==> config.mk <==
export PLATFORM = sky130hd
export DESIGN_NAME = mem_port_arbiter_flat
export DESIGN_NICKNAME = d
export VERILOG_FILES = /design/src/rtl/mem_port_arbiter_if.sv /design/src/rtl/mem_port_arbiter.sv /design/src/flat_wrapper.sv
export SDC_FILE = /design/constraint.sdc
export NUM_CORES = 1
export LEC_CHECK = 0
export CAP_MARGIN = 0
export CORE_ASPECT_RATIO = 0.5
export CORE_UTILIZATION = 35
export DETAILED_ROUTE_END_ITERATION = 7
export GPL_ROUTABILITY_DRIVEN = 0
export HOLD_SLACK_MARGIN = 0.03
export PLACE_DENSITY = 0.68
export REMOVE_ABC_BUFFERS = 1
export SETUP_SLACK_MARGIN = 0.05
export SLEW_MARGIN = 20
export SYNTH_ARGS = -nofsm -noshare
export SYNTH_HDL_FRONTEND = slang
export SYNTH_SLANG_ARGS = --single-unit
==> constraint.sdc <==
create_clock -name clk -period 7.6 [get_ports clk]
set_input_delay 1.52 -clock clk [delete_from_list [all_inputs] [get_ports clk]]
set_output_delay 1.52 -clock clk [all_outputs]
set_load 0.01 [all_outputs]
### Sequential cells grouped by signal name

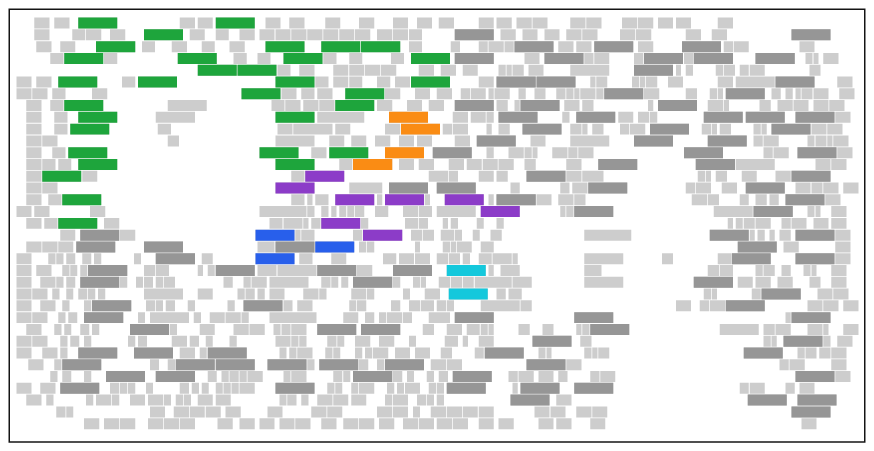
| colour | signal | sequential cells |
|---|---|---|
| orange | u_core.bus.ext_wstrb | 4 |
| cyan | u_core.state_q | 2 |
| blue | u_core.starve_cnt | 3 |
| green | u_core.bus.ext_wdata | 32 |
| purple | u_core.tmo_cnt | 8 |
not coloured: 102
Flop area: 0.00378 mm^2
Finished Core Util: 0.555
Seq. pwr: 0.00128 W
sequential portion of the cell area: 0.368

### I/O pins on the die edge

Pins as bars across the die edge, other pins in grey.
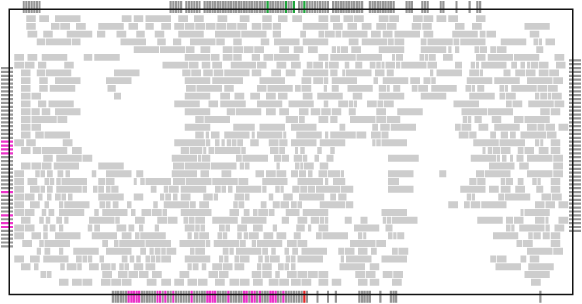
| colour | port | pins | direction | edge |
|---|---|---|---|---|
| magenta | bus_ext_addr | 32 | output | 24 south, 8 west |
| green | bus_ext_wstrb | 4 | output | north |
| red | clk | 1 | input | south |
all pins by edge: 99 north, 88 south, 47 west, 45 east
count of buffers inserted at the top-level ports: 278
Die Y: 99.6 um

### Clock network drawn from the DEF

The bar under the picture is 50 um long.
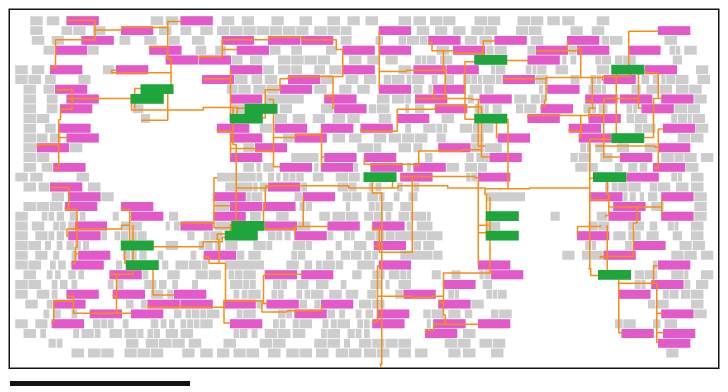
[magenta] flip-flops | count: 151
[orange] clock wires | length: 2,010 um
[green] cells driving clock nets | count: 17
flops lie: widely spread
routed clock nets: 18
clock latency reported for the late side of the worst-skew pair: 0.43 ns
clock network power consumption: 0.000919 W
maximum clock skew at final layout: 0.0118 ns
Clk pwr share: 0.252

### Congestion heat map

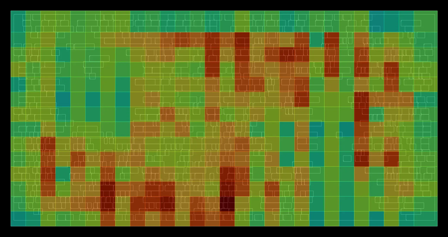
overall routing resource usage: 0.206
met3 track demand over resource: 0.0329

==> reports/metrics.cfg <==
[run_status]
status=finished clean

[synth]
synth.cellmix.simpleShare=0.0920
synthCells=615
synth-adder-area-share=0.0113
tally_of_unique_sky130hd_cells_used_after_synthesis=44
mappedNetlistArea_mm2=0.00667
synthArstFlopShare=1.00
netlist_top_cells_count=dfrtp_1 (151), o21ai_0 (70), inv_1 (43)
post_synthesis_cell_type_with_the_largest_instance_count=dfrtp_1
synth_seq_share=0.567
yosysWarningCount=0

[setup_path]
worst-r2r-setup-slack_ns=4.71
timing.critical_path.to_type=primary output
worst-endpoint-required_ns=6.08
crit_type=in2out
cp_data_arrival_time_ns=3.88
crit_path_start_kind=input pin

[clocking]
clk_pin_slew_ns=0.06
cts_resized=0
cts_sinks=151
cts-root-buf=clkbuf_16
h-tree-depth=4

[global_routing]
wire_length_of_the_first_global_routing_pass_mm=31.9
grt_pass1_vias=6000

[route]
drc_errors=0
route.vias.total=5956
detail_route.vias_per_cell=5.23
drt_pass1_iterations=4

[cells_and_area]
num_antenna_cells=0
area.growth.synth_to_final_pct=54.2
most-common-layout-cells=clkdlybuf4s50_1 (278), dfrtp_1 (151), o21ai_0 (69)
nFillCells=1618
share_of_post_route_cells_with_drive_strength_above_1=0.0603

[min_path]
hold_depth=1

[place]
numPlacedInstances=1106
dp.final_hpwl_mm=13.3

[power]
vdd_ir_drop_max_v=0.000165

[final_timing]
finalWorstPathRequiredPeriod_ns=5.40
setup_viol_count_final=0
maxClockFrequency_mhz=185
setup_repair_after_global_routing_missed_its_margin=false

[floorplanning]
top_level_ports=279
placementRows=35

[run]
stage_log_warnings=28

==> metrics by stage <==
stage,cell area (um^2),setup WS [ns],hold slack [ns],total power [W]
floorplan,6400,2.02,0.476,0.00189
global placement,9630,2.25,0.475,0.00271
detailed placement,9640,2.20,0.480,0.00274
CTS,10300,2.19,0.494,0.00367
global route,10300,2.05,0.526,0.00385
finish,10300,2.20,0.492,0.00364
==> where the power goes <==
group	leakage (nW)	total [W]	switching (W)	internal, W
clock	0.298	0.000919	0.000356	0.000563
sequential	1.77	0.00128	0.000188	0.00109
combinational	2.37	0.00144	0.000628	0.000814
total	4.44	0.00364	0.00117	0.00247
==> cell type report <==
cell class	instances	area, um^2	share of cell area
clock buffers	19	443	0.0431
clock inverters	13	196	0.0191
inverters	43	166	0.0162
multi-input cells	364	2500	0.243
flip-flops and latches	151	3780	0.368
well taps	259	324	0.0315
repair buffers	289	2870	0.279
==> per-layer routing <==
metal / vias to the layer above / part of all wire / track usage
li1: 2788 / - / -
met1: 2947 / 0.45 / 0.270
met2: 194 / 0.49 / 0.346
met3: 27 / 0.044 / 0.0329
met4: 0 / 0.017 / 0.0733
met5: - / 0 / 0
==> worst max-delay path, cell delays in order <==
cell and delay, ns:
clkdlybuf4s50_1 0.57, nor2b_2 0.17, buf_4 0.36, nand3_1 0.19, inv_1 0.09, buf_4 0.35
clkdlybuf4s50_1 0.61
==> logic make-up (layout without fill, tap and decap cells) <==
| family | count (synthesis) | in the layout |
|---|---|---|
| xor gates and xnor gates | 4 | 4 |
| buffers and inverters | 100 | 364 |
| and+or+nand+nor | 102 | 102 |
| muxes | 1 | 1 |
| AOI/OAI and AO/OA | 251 | 251 |
| DFF | 151 | 151 |
| adders and majority gates | 6 | 6 |
Power and IR drop assume default switching activity.
